===== src/rtl/mul_share_ctrl.sv =====
// mul_share_ctrl: shares one combinational 5x5 multiplier between two
// requesters. Round-robin grant into a single operand stage, then a
// one-entry result buffer per requester that catches the product one
// cycle later.
module mul_share_ctrl #(
  parameter int unsigned OP_W  = 5,
  parameter int unsigned RES_W = 10
) (
  input  logic             clock,
  input  logic             reset,
  input  logic             req0_valid,
  input  logic [OP_W-1:0]  req0_a,
  input  logic [OP_W-1:0]  req0_b,
  output logic             req0_ready,
  input  logic             req1_valid,
  input  logic [OP_W-1:0]  req1_a,
  input  logic [OP_W-1:0]  req1_b,
  output logic             req1_ready,
  output logic             res0_valid,
  output logic [RES_W-1:0] res0_data,
  output logic             res0_ovf,
  input  logic             res0_ready,
  output logic             res1_valid,
  output logic [RES_W-1:0] res1_data,
  output logic             res1_ovf,
  input  logic             res1_ready,
  output logic [OP_W-1:0]  mul_a,
  output logic [OP_W-1:0]  mul_b,
  input  logic [RES_W-1:0] mul_result,
  input  logic             mul_overflow,
  output logic             busy
);

  logic             op_valid_q, op_valid_d;
  logic             op_owner_q, op_owner_d;
  logic [OP_W-1:0]  mul_a_q, mul_a_d;
  logic [OP_W-1:0]  mul_b_q, mul_b_d;
  logic             rr_q, rr_d;
  logic             res0_valid_q, res0_valid_d;
  logic [RES_W-1:0] res0_data_q, res0_data_d;
  logic             res0_ovf_q, res0_ovf_d;
  logic             res1_valid_q, res1_valid_d;
  logic [RES_W-1:0] res1_data_q, res1_data_d;
  logic             res1_ovf_q, res1_ovf_d;
  logic             busy_q, busy_d;

  logic grantable0, grantable1;
  logic cand0, cand1;
  logic grant0, grant1;

  // Arbitration: a requester may not issue while its own op is in flight
  // or while its result buffer is full and not being drained this cycle.
  always_comb begin
    grantable0 = !(op_valid_q && !op_owner_q) && (!res0_valid_q || res0_ready);
    grantable1 = !(op_valid_q &&  op_owner_q) && (!res1_valid_q || res1_ready);
    cand0      = req0_valid && grantable0;
    cand1      = req1_valid && grantable1;
    grant0     = !reset && cand0 && (!cand1 || !rr_q);
    grant1     = !reset && cand1 && (!cand0 ||  rr_q);
  end

  // Next state: operand stage load, result capture (wins over drain), busy.
  always_comb begin
    op_valid_d   = 1'b0;
    op_owner_d   = op_owner_q;
    mul_a_d      = mul_a_q;
    mul_b_d      = mul_b_q;
    rr_d         = rr_q;
    res0_valid_d = res0_valid_q;
    res0_data_d  = res0_data_q;
    res0_ovf_d   = res0_ovf_q;
    res1_valid_d = res1_valid_q;
    res1_data_d  = res1_data_q;
    res1_ovf_d   = res1_ovf_q;

    if (grant0) begin
      op_valid_d = 1'b1;
      op_owner_d = 1'b0;
      mul_a_d    = req0_a;
      mul_b_d    = req0_b;
      rr_d       = 1'b1;
    end else if (grant1) begin
      op_valid_d = 1'b1;
      op_owner_d = 1'b1;
      mul_a_d    = req1_a;
      mul_b_d    = req1_b;
      rr_d       = 1'b0;
    end

    if (res0_valid_q && res0_ready) res0_valid_d = 1'b0;
    if (res1_valid_q && res1_ready) res1_valid_d = 1'b0;

    if (op_valid_q && !op_owner_q) begin
      res0_valid_d = 1'b1;
      res0_data_d  = mul_result;
      res0_ovf_d   = mul_overflow;
    end
    if (op_valid_q && op_owner_q) begin
      res1_valid_d = 1'b1;
      res1_data_d  = mul_result;
      res1_ovf_d   = mul_overflow;
    end

    busy_d = op_valid_d | res0_valid_d | res1_valid_d;
  end

  // State registers with synchronous active-high reset.
  always_ff @(posedge clock) begin
    if (reset) begin
      op_valid_q   <= 1'b0;
      op_owner_q   <= 1'b0;
      mul_a_q      <= '0;
      mul_b_q      <= '0;
      rr_q         <= 1'b0;
      res0_valid_q <= 1'b0;
      res0_data_q  <= '0;
      res0_ovf_q   <= 1'b0;
      res1_valid_q <= 1'b0;
      res1_data_q  <= '0;
      res1_ovf_q   <= 1'b0;
      busy_q       <= 1'b0;
    end else begin
      op_valid_q   <= op_valid_d;
      op_owner_q   <= op_owner_d;
      mul_a_q      <= mul_a_d;
      mul_b_q      <= mul_b_d;
      rr_q         <= rr_d;
      res0_valid_q <= res0_valid_d;
      res0_data_q  <= res0_data_d;
      res0_ovf_q   <= res0_ovf_d;
      res1_valid_q <= res1_valid_d;
      res1_data_q  <= res1_data_d;
      res1_ovf_q   <= res1_ovf_d;
      busy_q       <= busy_d;
    end
  end

  assign req0_ready = grant0;
  assign req1_ready = grant1;
  assign res0_valid = res0_valid_q;
  assign res0_data  = res0_data_q;
  assign res0_ovf   = res0_ovf_q;
  assign res1_valid = res1_valid_q;
  assign res1_data  = res1_data_q;
  assign res1_ovf   = res1_ovf_q;
  assign mul_a      = mul_a_q;
  assign mul_b      = mul_b_q;
  assign busy       = busy_q;

endmodule


===== config.mk =====
export PLATFORM = sky130hd
export DESIGN_NAME = mul_share_ctrl
export DESIGN_NICKNAME = d
export VERILOG_FILES = /design/src/rtl/mul_share_ctrl.sv
export SDC_FILE = /design/constraint.sdc
export NUM_CORES = 1
export LEC_CHECK = 0
export CORE_ASPECT_RATIO = 0.6
export CORE_UTILIZATION = 45
export DETAILED_ROUTE_END_ITERATION = 8
export HOLD_SLACK_MARGIN = 0.06
export PLACE_DENSITY = 0.85
export SLEW_MARGIN = 0
export SYNTH_ARGS = -nofsm -noshare
export SYNTH_HDL_FRONTEND = slang
export SYNTH_SLANG_ARGS = --single-unit

===== constraint.sdc =====
create_clock -name clock -period 4.3 [get_ports clock]
set_clock_uncertainty 0.05 [all_clocks]
set_input_delay 0.86 -clock clock [delete_from_list [all_inputs] [get_ports clock]]
set_output_delay 0.86 -clock clock [all_outputs]
set_load 0.005 [all_outputs]

==> qor.txt, run 1 <==
sequential share of cell area: 30.60%
Worst path slowest cell: clkdlybuf4s50_1
clock buffers: 7
register area: 760.7 um^2
Layout clock area frac: 3.674%
Comb gate area: 817.0 um^2
row cnt: 16
Peak supply drop: 0.2028 mV
Detailed Route WL: 4218 um
CP delay by family, top: buffers and inverters
Max Root-Sink Buffers: 2
pre-CTS setup slack: 0.7860 ns
hold wc startpoint: res1_ovf$_SDFFE_PP0P_
most frequent logic cells in the routed design: clkdlybuf4s50_1 (73), nand2_1 (47), dfxtp_1 (38), a21oi_1 (25), nor3_1 (10)
pwr/cell area: 330.1 nW/um^2
reg-to-reg endpoint: mul_b[4]$_SDFFE_PP0P_
post-synthesis cell count: 190
WL met2: 1868 um
total number of vias: 1576
Comb. pwr: 0.000182 W
critical path capture point: req0_ready
Min-Delay Path Class: reg2reg
most frequent logic cell in the layout: clkdlybuf4s50_1
worst setup margin: 0.7860 ns
Fmax: 0.2846 GHz
Crit path depth: 5
post-synth net total: 227
final design area excluding fillers: 2486 um^2
buffering overhead: 30.60%
Final Hold Fails: 0
slowest stage delay, CP: 0.51 ns
Clock Power Share: 30.2%
Synth warnings: 0
Largest logic family: simple AND/OR/NAND/NOR gates
H-Tree Depth: 2
Post-DP Area: 2395 um^2
number of CTS-inserted buffers: 5
seq_cells: 38
Wirelength per Cell: 13.88 um
crit-path most repeated cell: clkdlybuf4s50_1
Latency at later pin: 0.28 ns
Pwr top: sequential cells
power consumption: 0.0008207 W
largest net degree at the start of global routing: 40
Placer Congestion: 0.8423
Leak Pwr: 0.8516 nW
r2r startpoint: op_owner_q$_SDFFE_PP0P_
Final nets: 295
Initial Util: 49.15%
Top Layer Used: met4
GR Util met1: 30.25%
Non-Clock Buffer Count: 77
Reg power frac: 47.5%
clock root buffer master: clkbuf_8
count leader, synth: nand2_1
share of cells above drive strength 1: 13.13%
DRT met1 WL: 2046 um
gr ovfl total: 0
clock group power: 0.000248 W
Critical Path End Type: output port
area share, top type: 45.47%
Post-Synth AOI/OAI Area: 20.04%
Crit Path Max Fanout: 11
post-synthesis mux area share: 0%
# Cells Yosys: 190
Inverters, non-clock: 0
Chip Area, Yosys: 1673 um^2
dpl cells: 296
die area: 3974 um^2
Tool Warnings: 26
headroom to the max-slew limit: 60.09%
vias in the first global route: 1420
crit path DRT: 3.39 ns
CP cell instances: clkdlybuf4s50_1, nand2b_1, or3_1, nor2_1, clkdlybuf4s50_1
status: complete, no violations
initial drt markers: 58
Die Y: 49.23 um
**Run 1: gate-type map**

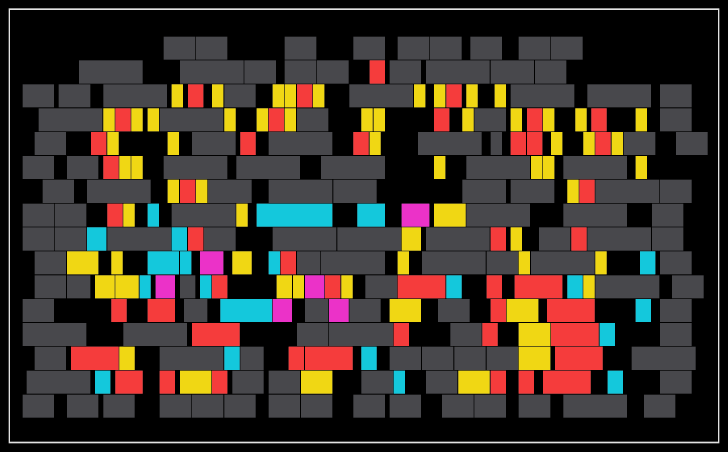
legend:
  yellow:
    family: NAND gates
    cells: 62
    most_used: nand2_1
  red:
    family: inverting AOI/OAI gates
    cells: 46
    most_used: a21oi_1
    where: all over the die
  cyan:
    family: NOR gates
    cells: 21
    most_used: nor3_1
  magenta:
    family: AND and OR gates
    cells: 6
    most_used: or3_1

**Run 1: routing congestion**

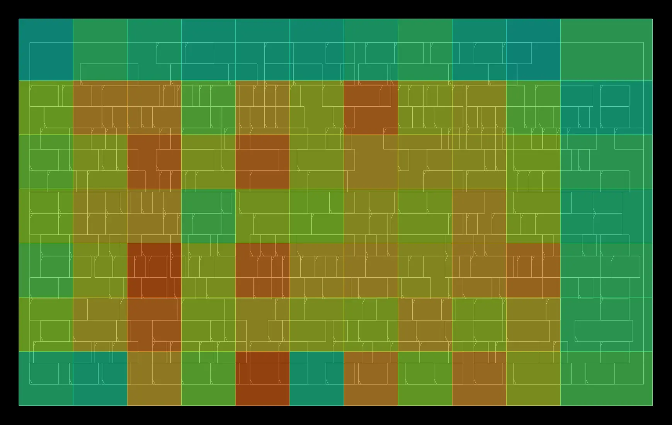
Final Util: 73.05%
busiest grt layer: met2
grt met3 use: 6.355%
met2 GRT Util: 34.04%
total track usage: 21.71%

**Run 1: the metal 2 layer**

The bar under the picture is 20 um long.
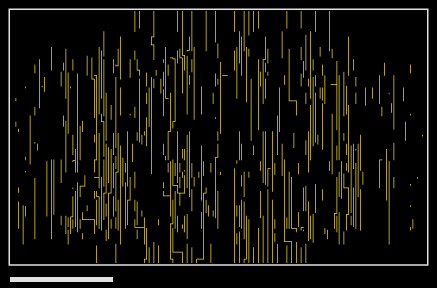
wire length on this layer: 1870 um
share of all routed wire: 44%
nets with wire on the layer: 243
longest straight run: 19.0 um
main direction: vertical

==> run 1 -> run 2 <==
--- a/config.mk
+++ b/config.mk
@@ -6,10 +6,10 @@
 export NUM_CORES = 1
 export LEC_CHECK = 0
 export CORE_ASPECT_RATIO = 0.6
-export CORE_UTILIZATION = 45
+export CORE_UTILIZATION = 41
 export DETAILED_ROUTE_END_ITERATION = 8
 export HOLD_SLACK_MARGIN = 0.06
-export PLACE_DENSITY = 0.85
+export PLACE_DENSITY = 0.79
 export SLEW_MARGIN = 0
 export SYNTH_ARGS = -nofsm -noshare
 export SYNTH_HDL_FRONTEND = slang
==> constraint.sdc (replaced) <==
create_clock -name clock -period 3.7 [get_ports clock]
set_clock_uncertainty 0.05 [all_clocks]
set_input_delay 0.74 -clock clock [delete_from_list [all_inputs] [get_ports clock]]
set_output_delay 0.74 -clock clock [all_outputs]
set_load 0.005 [all_outputs]
**Run 2: the metal 2 layer**

The bar under the picture is 20 um long.
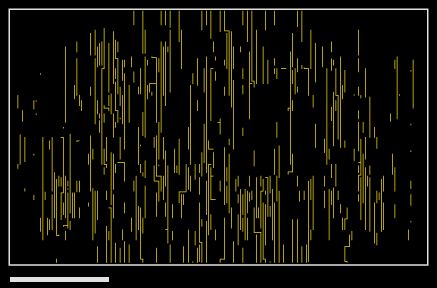
wire length on this layer: 1880 um
nets with wire on the layer: 249

==> qor.txt, run 2 <==
status: finished, violations left
failing checks: design-rule violations
total track usage: 21.60% (-0.11 points)
Reg power frac: 41.3% (-6.2 points)
r2r startpoint: op_owner_q$_SDFFE_PP0P_
largest net degree at the start of global routing: 39 (-2.5%)
vias in the first global route: 1498 (+5.5%)
die area: 4348 um^2 (+9.4%)
Synth warnings: 0 (unchanged)
pwr/cell area: 429.3 nW/um^2 (+30%)
row cnt: 17 (+1)
register area: 760.7 um^2 (unchanged)
number of CTS-inserted buffers: 5 (unchanged)
Peak supply drop: 0.2154 mV (+6.2%)
Leak Pwr: 0.8897 nW (+4.5%)
initial drt markers: 69 (+19%)
Max Root-Sink Buffers: 2 (unchanged)
clock root buffer master: clkbuf_8
CP delay by family, top: buffers and inverters
most frequent logic cells in the routed design: clkdlybuf4s50_1 (72), nand2_1 (47), dfxtp_1 (38), a21oi_1 (25), nor3_1 (10)
area share, top type: 45.47% (unchanged)
Layout clock area frac: 5.577% (+1.9 points)
buffering overhead: 30.43% (-0.17 points)
DRT met1 WL: 2165 um (+5.8%)
met2 GRT Util: 32.79% (-1.3 points)
Crit Path Max Fanout: 4 (-7)
final design area excluding fillers: 2557 um^2 (+2.9%)
Clock Power Share: 39.1% (+8.9 points)
clock group power: 0.000430 W (+73%)
gr ovfl total: 0 (unchanged)
GR Util met1: 30.28% (about the same)
reg-to-reg endpoint: mul_a[0]$_SDFFE_PP0P_
Pwr top: sequential cells
count leader, synth: nand2_1
grt met3 use: 6.300% (-0.055 points)
Inverters, non-clock: 0 (unchanged)
Initial Util: 44.18% (-5.0 points)
dpl cells: 301 (+1.7%)
crit path DRT: 2.91 ns (-0.48 ns)
Detailed Route WL: 4331 um (+2.7%)
headroom to the max-slew limit: 63.55% (+3.5 points)
Non-Clock Buffer Count: 80 (+3.9%)
worst setup margin: 0.5381 ns (-0.2480 ns)
Final nets: 298 (+1.0%)
power consumption: 0.001098 W (+34%)
critical path capture point: req1_ready
hold wc startpoint: res1_data[7]$_SDFFE_PP0P_
Final Hold Fails: 0 (unchanged)
mapped cell area: 1673 um^2
Largest logic family: simple AND/OR/NAND/NOR gates
total number of vias: 1604 (+1.8%)
Fmax: 0.3163 GHz
Min-Delay Path Class: reg2reg
CP cell instances: clkdlybuf4s50_1, and2b_1, nor4b_4, and2_1, clkdlybuf4s50_1
sequential share of cell area: 29.75% (-0.85 points)
Crit path depth: 5 (unchanged)
Worst path slowest cell: clkdlybuf4s50_1
post-synth net total: 227 (unchanged)
Tool Warnings: 26 (unchanged)
DRC: 10
Post-Synth AOI/OAI Area: 20.04% (unchanged)
post-synthesis cell count: 190 (unchanged)
Chip Area, Yosys: 1673 um^2 (unchanged)
pre-CTS setup slack: 0.5388 ns (-0.2471 ns)
Comb. pwr: 0.000215 W (+18%)
Top Layer Used: met4
share of cells above drive strength 1: 14.89% (+1.8 points)
Critical Path End Type: output port
slowest stage delay, CP: 0.50 ns (about the same)
Wirelength per Cell: 14.02 um (+1.0%)
WL met2: 1881 um (+0.70%)
Placer Congestion: 0.8137 (-3.4%)
No activity file was given, so power comes from the tool's default toggle rates.
